<file path="config.mk">
export PLATFORM = sky130hd
export DESIGN_NAME = periph_bus_arbiter_flat
export DESIGN_NICKNAME = d
export VERILOG_FILES = /design/src/rtl/periph_bus_arbiter_if.sv /design/src/rtl/periph_bus_arbiter.sv /design/src/flat_wrapper.sv
export SDC_FILE = /design/constraint.sdc
export NUM_CORES = 1
export LEC_CHECK = 0
export ABC_CLOCK_PERIOD_IN_PS = 4200
export CORE_UTILIZATION = 45
export DETAILED_ROUTE_END_ITERATION = 7
export PLACE_DENSITY = 0.86
export SLEW_MARGIN = 30
export SYNTH_ARGS = -nofsm -noshare
export SYNTH_HDL_FRONTEND = slang
export SYNTH_SLANG_ARGS = --single-unit
</file>
<file path="constraint.sdc">
create_clock -name clk -period 4.2 [get_ports clk]
set_input_delay 1.26 -clock clk [delete_from_list [all_inputs] [get_ports clk]]
set_output_delay 1.26 -clock clk [all_outputs]
set_load 0.01 [all_outputs]
</file>
<file path="src/rtl/periph_bus_arbiter_if.sv">
// Bus bundle between the two requesters, the arbiter and the peripheral demux/read mux.
// The slave modport is the arbiter's view; the master modport is the environment's view.
interface periph_bus_arbiter_if #(
  parameter int DATA_W = 32
);
  logic              m0_req;
  logic              m1_req;
  logic              m0_we;
  logic              m1_we;
  logic [7:0]        m0_addr;
  logic [7:0]        m1_addr;
  logic [DATA_W-1:0] m0_wdata;
  logic [DATA_W-1:0] m1_wdata;
  logic              m0_ack;
  logic              m1_ack;
  logic [DATA_W-1:0] m0_rdata;
  logic [DATA_W-1:0] m1_rdata;
  logic              m0_err;
  logic              m1_err;
  logic [2:0]        SEL;
  logic              WE_procesador;
  logic [4:0]        bus_addr;
  logic [DATA_W-1:0] bus_wdata;
  logic [DATA_W-1:0] bus_rdata;
  logic              busy;

  modport slave (
    input  m0_req, m1_req, m0_we, m1_we, m0_addr, m1_addr, m0_wdata, m1_wdata, bus_rdata,
    output m0_ack, m1_ack, m0_rdata, m1_rdata, m0_err, m1_err,
           SEL, WE_procesador, bus_addr, bus_wdata, busy
  );

  modport master (
    output m0_req, m1_req, m0_we, m1_we, m0_addr, m1_addr, m0_wdata, m1_wdata, bus_rdata,
    input  m0_ack, m1_ack, m0_rdata, m1_rdata, m0_err, m1_err,
           SEL, WE_procesador, bus_addr, bus_wdata, busy
  );
endinterface

</file>
<file path="src/rtl/periph_bus_arbiter.sv">
// Two-master round-robin arbiter and fixed-latency access sequencer for the peripheral bus.
// Optional feature: define UNMAPPED_ERR_EN to error-terminate accesses to SEL 1 and 7.
module periph_bus_arbiter #(
  parameter int DATA_W   = 32,
  parameter int WAIT_CYC = 1
) (
  input  logic                 clk,
  input  logic                 rst_n,
  periph_bus_arbiter_if.slave  bus
);

  typedef enum logic [1:0] {IDLE, SETUP, ACCESS, DONE} state_t;

  localparam logic [3:0] WAIT_LD = 4'(WAIT_CYC);

  state_t            state_q;
  logic              last_grant_q;
  logic              gnt_q;
  logic              we_q;
  logic              we_strobe_q;
  logic [2:0]        sel_q;
  logic [4:0]        addr_q;
  logic [DATA_W-1:0] wdata_q;
  logic [3:0]        cnt_q;
  logic              ack0_q;
  logic              ack1_q;
  logic              err0_q;
  logic              err1_q;
  logic [DATA_W-1:0] rdata0_q;
  logic [DATA_W-1:0] rdata1_q;
  logic              grant_d;
  logic              unmapped;

  // Lone requester wins outright; under contention the master not served last wins.
  always_comb begin
    grant_d = bus.m1_req;
    if (bus.m0_req && bus.m1_req) begin
      grant_d = ~last_grant_q;
    end
  end

`ifdef UNMAPPED_ERR_EN
  assign unmapped = (sel_q == 3'd1) || (sel_q == 3'd7);
`else
  assign unmapped = 1'b0;
`endif

  always_ff @(posedge clk or negedge rst_n) begin
    if (!rst_n) begin
      state_q      <= IDLE;
      last_grant_q <= 1'b1;
      gnt_q        <= 1'b0;
      we_q         <= 1'b0;
      we_strobe_q  <= 1'b0;
      sel_q        <= 3'd0;
      addr_q       <= 5'd0;
      wdata_q      <= '0;
      cnt_q        <= 4'd0;
      ack0_q       <= 1'b0;
      ack1_q       <= 1'b0;
      err0_q       <= 1'b0;
      err1_q       <= 1'b0;
      rdata0_q     <= '0;
      rdata1_q     <= '0;
    end else begin
      we_strobe_q <= 1'b0;
      ack0_q      <= 1'b0;
      ack1_q      <= 1'b0;
      err0_q      <= 1'b0;
      err1_q      <= 1'b0;
      case (state_q)
        IDLE: begin
          if (bus.m0_req || bus.m1_req) begin
            gnt_q   <= grant_d;
            sel_q   <= grant_d ? bus.m1_addr[7:5] : bus.m0_addr[7:5];
            addr_q  <= grant_d ? bus.m1_addr[4:0] : bus.m0_addr[4:0];
            wdata_q <= grant_d ? bus.m1_wdata : bus.m0_wdata;
            we_q    <= grant_d ? bus.m1_we : bus.m0_we;
            state_q <= SETUP;
          end
        end
        SETUP: begin
          if (unmapped) begin
            // Error completion: no strobe, rdata cleared so stale data is never mistaken for a read.
            if (gnt_q) begin
              ack1_q   <= 1'b1;
              err1_q   <= 1'b1;
              rdata1_q <= '0;
            end else begin
              ack0_q   <= 1'b1;
              err0_q   <= 1'b1;
              rdata0_q <= '0;
            end
            state_q <= DONE;
          end else begin
            cnt_q       <= WAIT_LD;
            we_strobe_q <= we_q;
            state_q     <= ACCESS;
          end
        end
        ACCESS: begin
          if (cnt_q == 4'd0) begin
            if (gnt_q) begin
              ack1_q <= 1'b1;
              if (!we_q) rdata1_q <= bus.bus_rdata;
            end else begin
              ack0_q <= 1'b1;
              if (!we_q) rdata0_q <= bus.bus_rdata;
            end
            state_q <= DONE;
          end else begin
            cnt_q <= cnt_q - 4'd1;
          end
        end
        DONE: begin
          last_grant_q <= gnt_q;
          state_q      <= IDLE;
        end
        default: state_q <= IDLE;
      endcase
    end
  end

  assign bus.m0_ack        = ack0_q;
  assign bus.m1_ack        = ack1_q;
  assign bus.m0_err        = err0_q;
  assign bus.m1_err        = err1_q;
  assign bus.m0_rdata      = rdata0_q;
  assign bus.m1_rdata      = rdata1_q;
  assign bus.SEL           = sel_q;
  assign bus.WE_procesador = we_strobe_q;
  assign bus.bus_addr      = addr_q;
  assign bus.bus_wdata     = wdata_q;
  assign bus.busy          = (state_q != IDLE);

endmodule

</file>
<file path="src/flat_wrapper.sv">
// flat-port wrapper written by rule: the top's interface ports become plain ports
module periph_bus_arbiter_flat 
#(
  parameter int DATA_W   = 32,
  parameter int WAIT_CYC = 1
)
  (clk, rst_n, bus_m0_req, bus_m1_req, bus_m0_we, bus_m1_we, bus_m0_addr, bus_m1_addr, bus_m0_wdata, bus_m1_wdata, bus_bus_rdata, bus_m0_ack, bus_m1_ack, bus_m0_rdata, bus_m1_rdata, bus_m0_err, bus_m1_err, bus_SEL, bus_WE_procesador, bus_bus_addr, bus_bus_wdata, bus_busy);
  periph_bus_arbiter_if #(.DATA_W(DATA_W)) bus_i ();
  input  logic clk;
  input  logic rst_n;
  input wire logic [$bits(bus_i.m0_req)-1:0] bus_m0_req;
  input wire logic [$bits(bus_i.m1_req)-1:0] bus_m1_req;
  input wire logic [$bits(bus_i.m0_we)-1:0] bus_m0_we;
  input wire logic [$bits(bus_i.m1_we)-1:0] bus_m1_we;
  input wire logic [$bits(bus_i.m0_addr)-1:0] bus_m0_addr;
  input wire logic [$bits(bus_i.m1_addr)-1:0] bus_m1_addr;
  input wire logic [$bits(bus_i.m0_wdata)-1:0] bus_m0_wdata;
  input wire logic [$bits(bus_i.m1_wdata)-1:0] bus_m1_wdata;
  input wire logic [$bits(bus_i.bus_rdata)-1:0] bus_bus_rdata;
  output wire logic [$bits(bus_i.m0_ack)-1:0] bus_m0_ack;
  output wire logic [$bits(bus_i.m1_ack)-1:0] bus_m1_ack;
  output wire logic [$bits(bus_i.m0_rdata)-1:0] bus_m0_rdata;
  output wire logic [$bits(bus_i.m1_rdata)-1:0] bus_m1_rdata;
  output wire logic [$bits(bus_i.m0_err)-1:0] bus_m0_err;
  output wire logic [$bits(bus_i.m1_err)-1:0] bus_m1_err;
  output wire logic [$bits(bus_i.SEL)-1:0] bus_SEL;
  output wire logic [$bits(bus_i.WE_procesador)-1:0] bus_WE_procesador;
  output wire logic [$bits(bus_i.bus_addr)-1:0] bus_bus_addr;
  output wire logic [$bits(bus_i.bus_wdata)-1:0] bus_bus_wdata;
  output wire logic [$bits(bus_i.busy)-1:0] bus_busy;
  assign bus_i.m0_req = bus_m0_req;
  assign bus_i.m1_req = bus_m1_req;
  assign bus_i.m0_we = bus_m0_we;
  assign bus_i.m1_we = bus_m1_we;
  assign bus_i.m0_addr = bus_m0_addr;
  assign bus_i.m1_addr = bus_m1_addr;
  assign bus_i.m0_wdata = bus_m0_wdata;
  assign bus_i.m1_wdata = bus_m1_wdata;
  assign bus_i.bus_rdata = bus_bus_rdata;
  assign bus_m0_ack = bus_i.m0_ack;
  assign bus_m1_ack = bus_i.m1_ack;
  assign bus_m0_rdata = bus_i.m0_rdata;
  assign bus_m1_rdata = bus_i.m1_rdata;
  assign bus_m0_err = bus_i.m0_err;
  assign bus_m1_err = bus_i.m1_err;
  assign bus_SEL = bus_i.SEL;
  assign bus_WE_procesador = bus_i.WE_procesador;
  assign bus_bus_addr = bus_i.bus_addr;
  assign bus_bus_wdata = bus_i.bus_wdata;
  assign bus_busy = bus_i.busy;
  periph_bus_arbiter #(.DATA_W(DATA_W), .WAIT_CYC(WAIT_CYC)) u_core (.clk(clk), .rst_n(rst_n), .bus(bus_i));
endmodule
</file>
==> run_1/cell_classes.png <==
Drawn at 4 px/um.
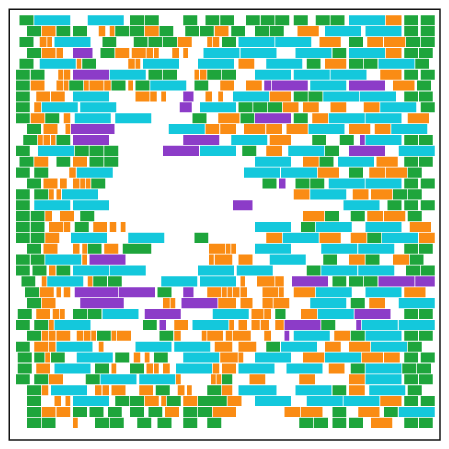
color	class	cells
cyan	flip-flops	116
green	other buffers and delay cells	229
purple	clock drivers and dummy loads	31
orange	all other logic	232
cell row count: 38
Core ar.: 10840 um2

==> run_1/final_clocks.png <==
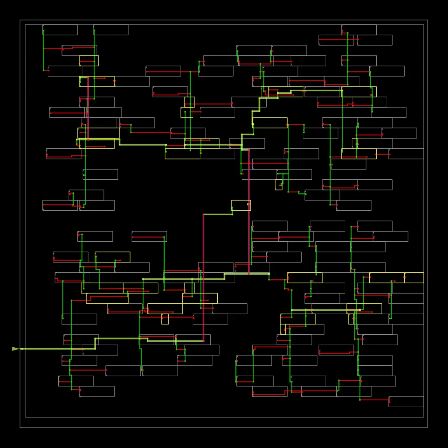
Num Clock Sinks: 116
power drawn by the clock network: 1400 uW
number of buffers created by CTS: 17

==> run_1/met3.png <==
Drawn at 3 px/um.
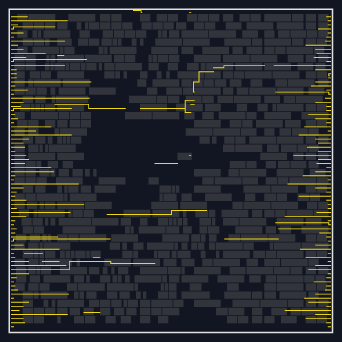
main direction	horizontal
longest straight run	32.2 um
share of all routed wire	9.6%
wire length on this layer	1190 um

==> CHANGELOG.md, run 1 <==
### Changed

* Number of max-cap violations at 0
* Comb pwr share at roughly 42%
* CP max stage cell: sky130_fd_sc_hd__clkdlybuf4s50_1
* Post-synthesis sequential area ratio at around three fifths
* Global-route wire length before repair at 19.30 mm
* Share of the clock period used by the worst path after layout at about three quarters
* Startpoint class of the critical path: flop
* Post-route worst hold slack at roughly 0.47 ns
* Hold_sp: u_core.bus.SEL[2]
* Master cell of the clock root buffer: sky130_fd_sc_hd__clkbuf_8
* Number of hold violations in the final report at 0
* Worst hold-check path type: reg2reg
* Startpoint of the lowest-slack register-to-register path: u_core.state_q[0]
* Switching part of the total power at approximately 30%
* Reg2reg end: u_core.bus.m0_rdata[18]
* Synthesized chip area reported by yosys at 4989 um2
* Hold Path Sink: u_core.bus.SEL[2]
* Final wirelength at 12.41 mm
* Initial core utilization at 46.02%
* Maximum number of pins on one net before global-route repair at between 80 and 90
* Post-CTS Setup Repair Bufs at 0
* Fin Clk Skew at 0.007672 ns
* Arrival time at the worst endpoint at between 1.5 and 2 ns
* Yosys cell count at 370
* Reg-to-reg slack, setup at 2.05 ns
* Gate Count Post-Synth at approximately 370
* Result of the run: finished clean
* GRT Overall Usage at between 20% and 30%
* IR drop worst, VDD at 0.0004784 V
* Beginning of the critical path: u_core.state_q[0]
* Buffer depth of the longest clock path at 2
* Final period demand of the worst path at approximately 3.1 ns
* Number of cells on the worst reg-to-reg path at 5
* Hold path cells at 2
* Post-layout worst setup margin at 1.053 ns
* Fraction of final layout cells sized beyond drive strength 1 at around 17%
* Final core utilization at 72.98%
* Quantity of hold-fixing buffers added after cts at 0
* Post-Place Setup Slack at about 1.3 ns
* Final Setup Violations at 0
* Tool warning count at 30
* Kind of capture point of the worst setup path: primary output
* Distinct cells, synth at 31
==> run 1: state kept, by name, indices dropped and copies added (netlist names) <==
register	flops
u_core.last_grant_q	1
u_core.bus.m1_rdata	32
u_core.we_q	1
u_core.bus.bus_wdata	32
u_core.bus.m1_ack	1
u_core.cnt_q	4
u_core.bus.bus_addr	5
u_core.bus.m0_ack	1
u_core.bus.SEL	3
u_core.state_q	2
u_core.gnt_q	1
u_core.bus.m0_rdata	32
u_core.bus.WE_procesador	1
==> run 1: cell usage after synthesis (all sizes together) <==
| library cell | instances |
|---|---|
| a21bo | 1 |
| a21oi | 1 |
| and2 | 2 |
| and3b | 1 |
| and4bb | 1 |
| buf | 13 |
| clkbuf | 10 |
| conb | 1 |
| dfrtp | 115 |
| dfstp | 1 |
| ha | 6 |
| inv | 5 |
| mux2 | 67 |
| mux2i | 43 |
| nand2 | 46 |
| nand2b | 2 |
| nand3 | 1 |
| nand3b | 1 |
| nand4bb | 1 |
| nor2 | 1 |
| nor2b | 1 |
| nor3 | 1 |
| nor3b | 1 |
| o21ai | 45 |
| o32a | 1 |
| or3 | 1 |
| or3b | 1 |
==> run 1: power groups by stage <==
stage                     clock network [uW]  logic (uW)  registers, uW
final                                   1400        2520           2020
after global routing                    1490        2710           2080
after CTS                               1430        2540           2020
after detailed placement                   0        2520           2020
after global placement                     0        2450           1980
after floorplan                            0         925           2210
==> run 1: cells in the final DEF, fill, tap and decap left out, drive strengths merged, types with 2 or more instances in the layout <==
master	count
dfrtp	115
conb	2
ha	6
clkbuf	22
o21ai	45
buf	5
and2	2
mux2	67
inv	5
clkdlybuf4s50	224
nand2b	2
clkinv	4
bufinv	3
mux2i	43
nand2	46
clkinvlp	2
==> run 1: stage by stage <==
step	instances	power, uW	area, um2
floorplan	371	3133	4992
global placement	717	4427	7326
detailed placement	717	4539	7330
CTS	748	5988	7911
global route	748	6278	7911
finish	748	5935	7911
==> run 1: routing by layer <==
layer	vias up	routed length [um]	track usage, %
met3	11	1188	9.746
met5	-	0	0
met2	179	6012	37.51
met4	0	131	6.849
li1	1735	-	-
met1	1761	5077	25.83
==> run 1: critical path: cells and delay by family, from the launching register on <==
kind / cells / cell delay, ns
fa+ha+maj: 1 / 0.27
buf+inv: 3 / 0.72
flops: 1 / 0.39
==> run 1: logic make-up (layout without fill, tap and decap cells) <==
family                     count (synthesis)  count (layout)  synth area share, %
other                                      1               2              0.07517
muxes                                    110             110                26.01
DFF                                      116             116                58.21
buffers and inverters                     28             265                3.562
adders and majority gates                  6               6                1.505
and+or+nand+nor                           61              61                5.618
AOI/OAI and AO/OA                         48              48                5.016
==> run 1: cell type report <==
| cell class | count | area, um2 | area share [%] |
|---|---|---|---|
| inverter | 5 | 18.77 | 0.2372 |
| multi-input combinational | 227 | 1927 | 24.36 |
| clock inverter | 9 | 128.9 | 1.629 |
| tap | 140 | 175.2 | 2.214 |
| clock buffer | 22 | 452.9 | 5.725 |
| timing repair buffer | 229 | 2305 | 29.13 |
| sequential | 116 | 2904 | 36.71 |
==> run_1/wire_density.png <==
Drawn at 3 px/um. The die is cut into 21 by 21 equal tiles; dark purple is low, yellow is high, scaled to the fullest tile. Values are wire area over tile area, all layers added.
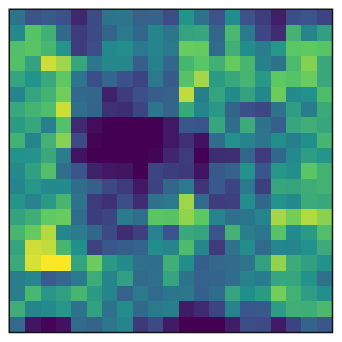

==> run 2, diff against run 1 <==
Settings changed: ABC_CLOCK_PERIOD_IN_PS 4200 to 3050, CORE_UTILIZATION 45 to 42, PLACE_DENSITY 0.86 to 0.81.
Clock period 4.2 ns to 3.05 ns, I/O delays scaled along.
==> run_2/wire_density.png <==
Drawn at 3 px/um. The die is cut into 22 by 22 equal tiles; dark purple is low, yellow is high, scaled to the fullest tile. Values are wire area over tile area, all layers added.
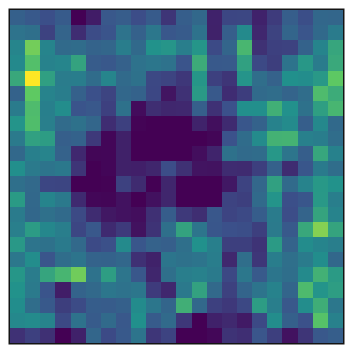
nearly empty tiles	7.6%
fullest tile	0.52
emptiest ninth of the die	middle
mean over tiles	0.16
tiles over half the peak	14%

==> run_2/final_clocks.png <==
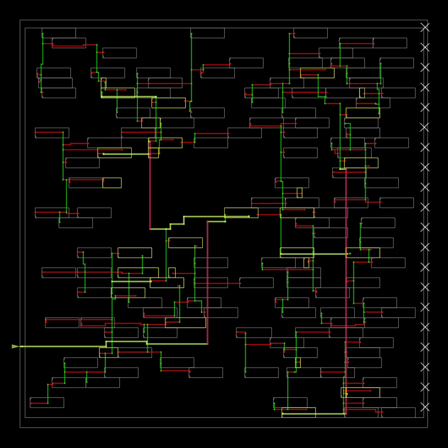
Seq cells: 116
Latency at later pin: 0.40 ns
clock buffer instance count of the final layout: 26
Fin Clk Skew: 0.007655 ns

==> run 2 against run 1 <==
  * The run now ends with DRC left
  * Synthesized area unchanged
  * Global-route usage down 1.3 points
  * Clock skew about the same
  * Largest cell class unchanged
  * Largest power group unchanged
==> CHANGELOG.md, run 2 <==
### Changed

* Result of the run: complete, but fails checks
* Failing checks: DRC
* Post-Place Setup Slack at 0.6110 ns (-0.6945 ns)
* Dominant flop cell: sky130_fd_sc_hd__dfrtp_1
* Mux contribution to synthesized area at 26.01% (unchanged)
* Arrival time at the worst endpoint at 1.76 ns (-0.13 ns)
* DRC Markers at 40
* Post-synth ARST share at 100.0% (unchanged)
* Initial core utilization at 43.32% (-2.7 points)
* Share of the clock period used by the worst path after layout at around 88%
* Post-route worst hold slack at 0.4769 ns (+0.002421 ns)
* Gate Count Post-Synth at 370 (unchanged)
* Post-synthesis sequential area ratio at 58.21% (unchanged)
* Synthesized chip area reported by yosys at 4989 um2 (unchanged)
* Num Clock Sinks at 116 (unchanged)
* Most frequently used cell type in the post-synthesis netlist: sky130_fd_sc_hd__dfrtp_1
* Startpoint class of the critical path: flop
* Final core utilization at 68.83% (-4.2 points)
* Adder-cell share of the synthesized area at 1.505% (unchanged)
* Quantity of hold-fixing buffers added after cts at 0 (unchanged)
* Switching part of the total power at 29.88% (-0.40 points)
* Worst hold-check path type: reg2reg
* Top logic family: multiplexers
* Post-CTS Setup Repair Bufs at 0 (unchanged)
* Top logic cells by instance count in the layout: sky130_fd_sc_hd__clkdlybuf4s50_1 (224), sky130_fd_sc_hd__dfrtp_1 (115), sky130_fd_sc_hd__nand2_1 (46), sky130_fd_sc_hd__o21ai_0 (44), sky130_fd_sc_hd__mux2i_1 (43)
* Area fraction in and, or, nand and nor cells after synthesis at 5.618% (unchanged)
* Number of flops mapped to enable cells by yosys at 0 (unchanged)
* Final period demand of the worst path at around 2.7 ns
* Buffer depth of the longest clock path at 2 (unchanged)
* Kind of capture point of the worst setup path: primary output
* Number of hold violations in the final report at 0 (unchanged)
* Family with the most delay on the worst path: buffers and inverters
* Core ar. at 11520 um2 (+6.2%)
* Number of max-cap violations at 0 (unchanged)
* Final Setup Violations at 0 (unchanged)
* Synth top cells by count: sky130_fd_sc_hd__dfrtp_1 (115), sky130_fd_sc_hd__nand2_1 (46), sky130_fd_sc_hd__o21ai_0 (45)
* Number of buffers created by CTS at 17 (unchanged)
* Buffers plus inverters on the worst setup path at 3 (unchanged)
* Tool warning count at 30 (unchanged)
* Global-route wire length before repair at 20.11 mm (+4.2%)
* Cell row count at 39 (+2.6%)
* AND-OR/OR-AND Cells, Area Fraction at 5.016% (unchanged)
==> run_2/drive_strength.png <==
Drawn at 2 px/um.
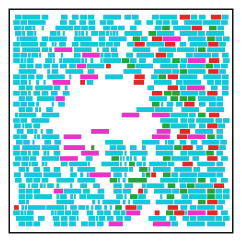
color	size	cells	share	most used
magenta	drive 6 and up	25	4.1%	clkbuf_16
green	drive 2	43	7.0%	mux2_2
red	drive 3 to 4	37	6.1%	mux2_4
cyan	drive 1 or less	505	83%	clkdlybuf4s50_1
Area growth, synth to finish: 58.89%
post-layout worst setup margin: 0.3707 ns
number of buffers outside the clock class in the layout: 232

==> run 2: path summary, 6_finish.rpt <==
kind                                               from                       to  slack [ns]  cells after the start
max in group asynchronous                         rst_n   u_core.bus.m1_rdata[8]        1.85                      2
worst max register to register        u_core.state_q[0]  u_core.bus.m0_rdata[18]        0.80                      6
min in group asynchronous                         rst_n        u_core.bus.SEL[1]        0.53                      1
worst max-delay path                  u_core.state_q[0]                 bus_busy        0.37                      4
worst min-delay path            u_core.bus.bus_wdata[7]  u_core.bus.bus_wdata[7]        0.48                      2
worst min register to register  u_core.bus.bus_wdata[7]  u_core.bus.bus_wdata[7]        0.48                      2
==> run 2: stage by stage <==
step	cell area, um2	std cells	total power, uW
6_report	7926	753	8118
5_1_grt	7926	753	8589
4_1_cts	7926	753	8198
3_5_place_dp	7365	723	6258
3_3_place_gp	7365	723	6133
2_1_floorplan	4992	371	4314
==> run 2: worst min-delay path, cell delays in order, from the launching register on <==
cell and delay [ns]:
sky130_fd_sc_hd__dfrtp_1 0.34, sky130_fd_sc_hd__nand2_1 0.04, sky130_fd_sc_hd__o21ai_0 0.06
==> run 2: power groups by stage <==
| stage | sequential [uW] | combinational (uW) | clock, uW |
|---|---|---|---|
| 5_1_grt | 2850 | 3740 | 2000 |
| 6_report | 2760 | 3480 | 1880 |
| 3_5_place_dp | 2770 | 3490 | 0 |
| 4_1_cts | 2760 | 3520 | 1920 |
| 2_1_floorplan | 3040 | 1270 | 0 |
| 3_3_place_gp | 2710 | 3420 | 0 |
==> run 2: logic make-up (layout without fill, tap and decap cells) <==
group	Yosys count	after routing
flip-flops	116	116
multiplexers	110	110
AND/OR/NAND/NOR	61	61
AND-OR/OR-AND	48	48
buffers and inverters	28	267
adder cells (fa/ha/maj)	6	6
other	1	2
==> run 2: cell type report <==
cell class	count	area [um2]	share of cell area (%)
timing repair buffer	232	2340	29.52
inverter	5	18.77	0.2368
clock inverter	4	72.57	0.9155
sequential	116	2904	36.64
multi-input combinational	227	1923	24.26
clock buffer	26	489.2	6.172
tap	143	178.9	2.257
==> run 2: routing by layer <==
layer  routed length (um)  vias to the layer above  track usage, %  part of all wire [%]
met5                    0                        -               0                     0
met4                  123                        0           7.397                   1.0
met3                 1209                        9           8.147                    10
met2                 5903                      177           35.09                    49
met1                 4900                     1766           24.75                    40
li1                     -                     1736               -                     -
No activity file was given, so power comes from the tool's default toggle rates.
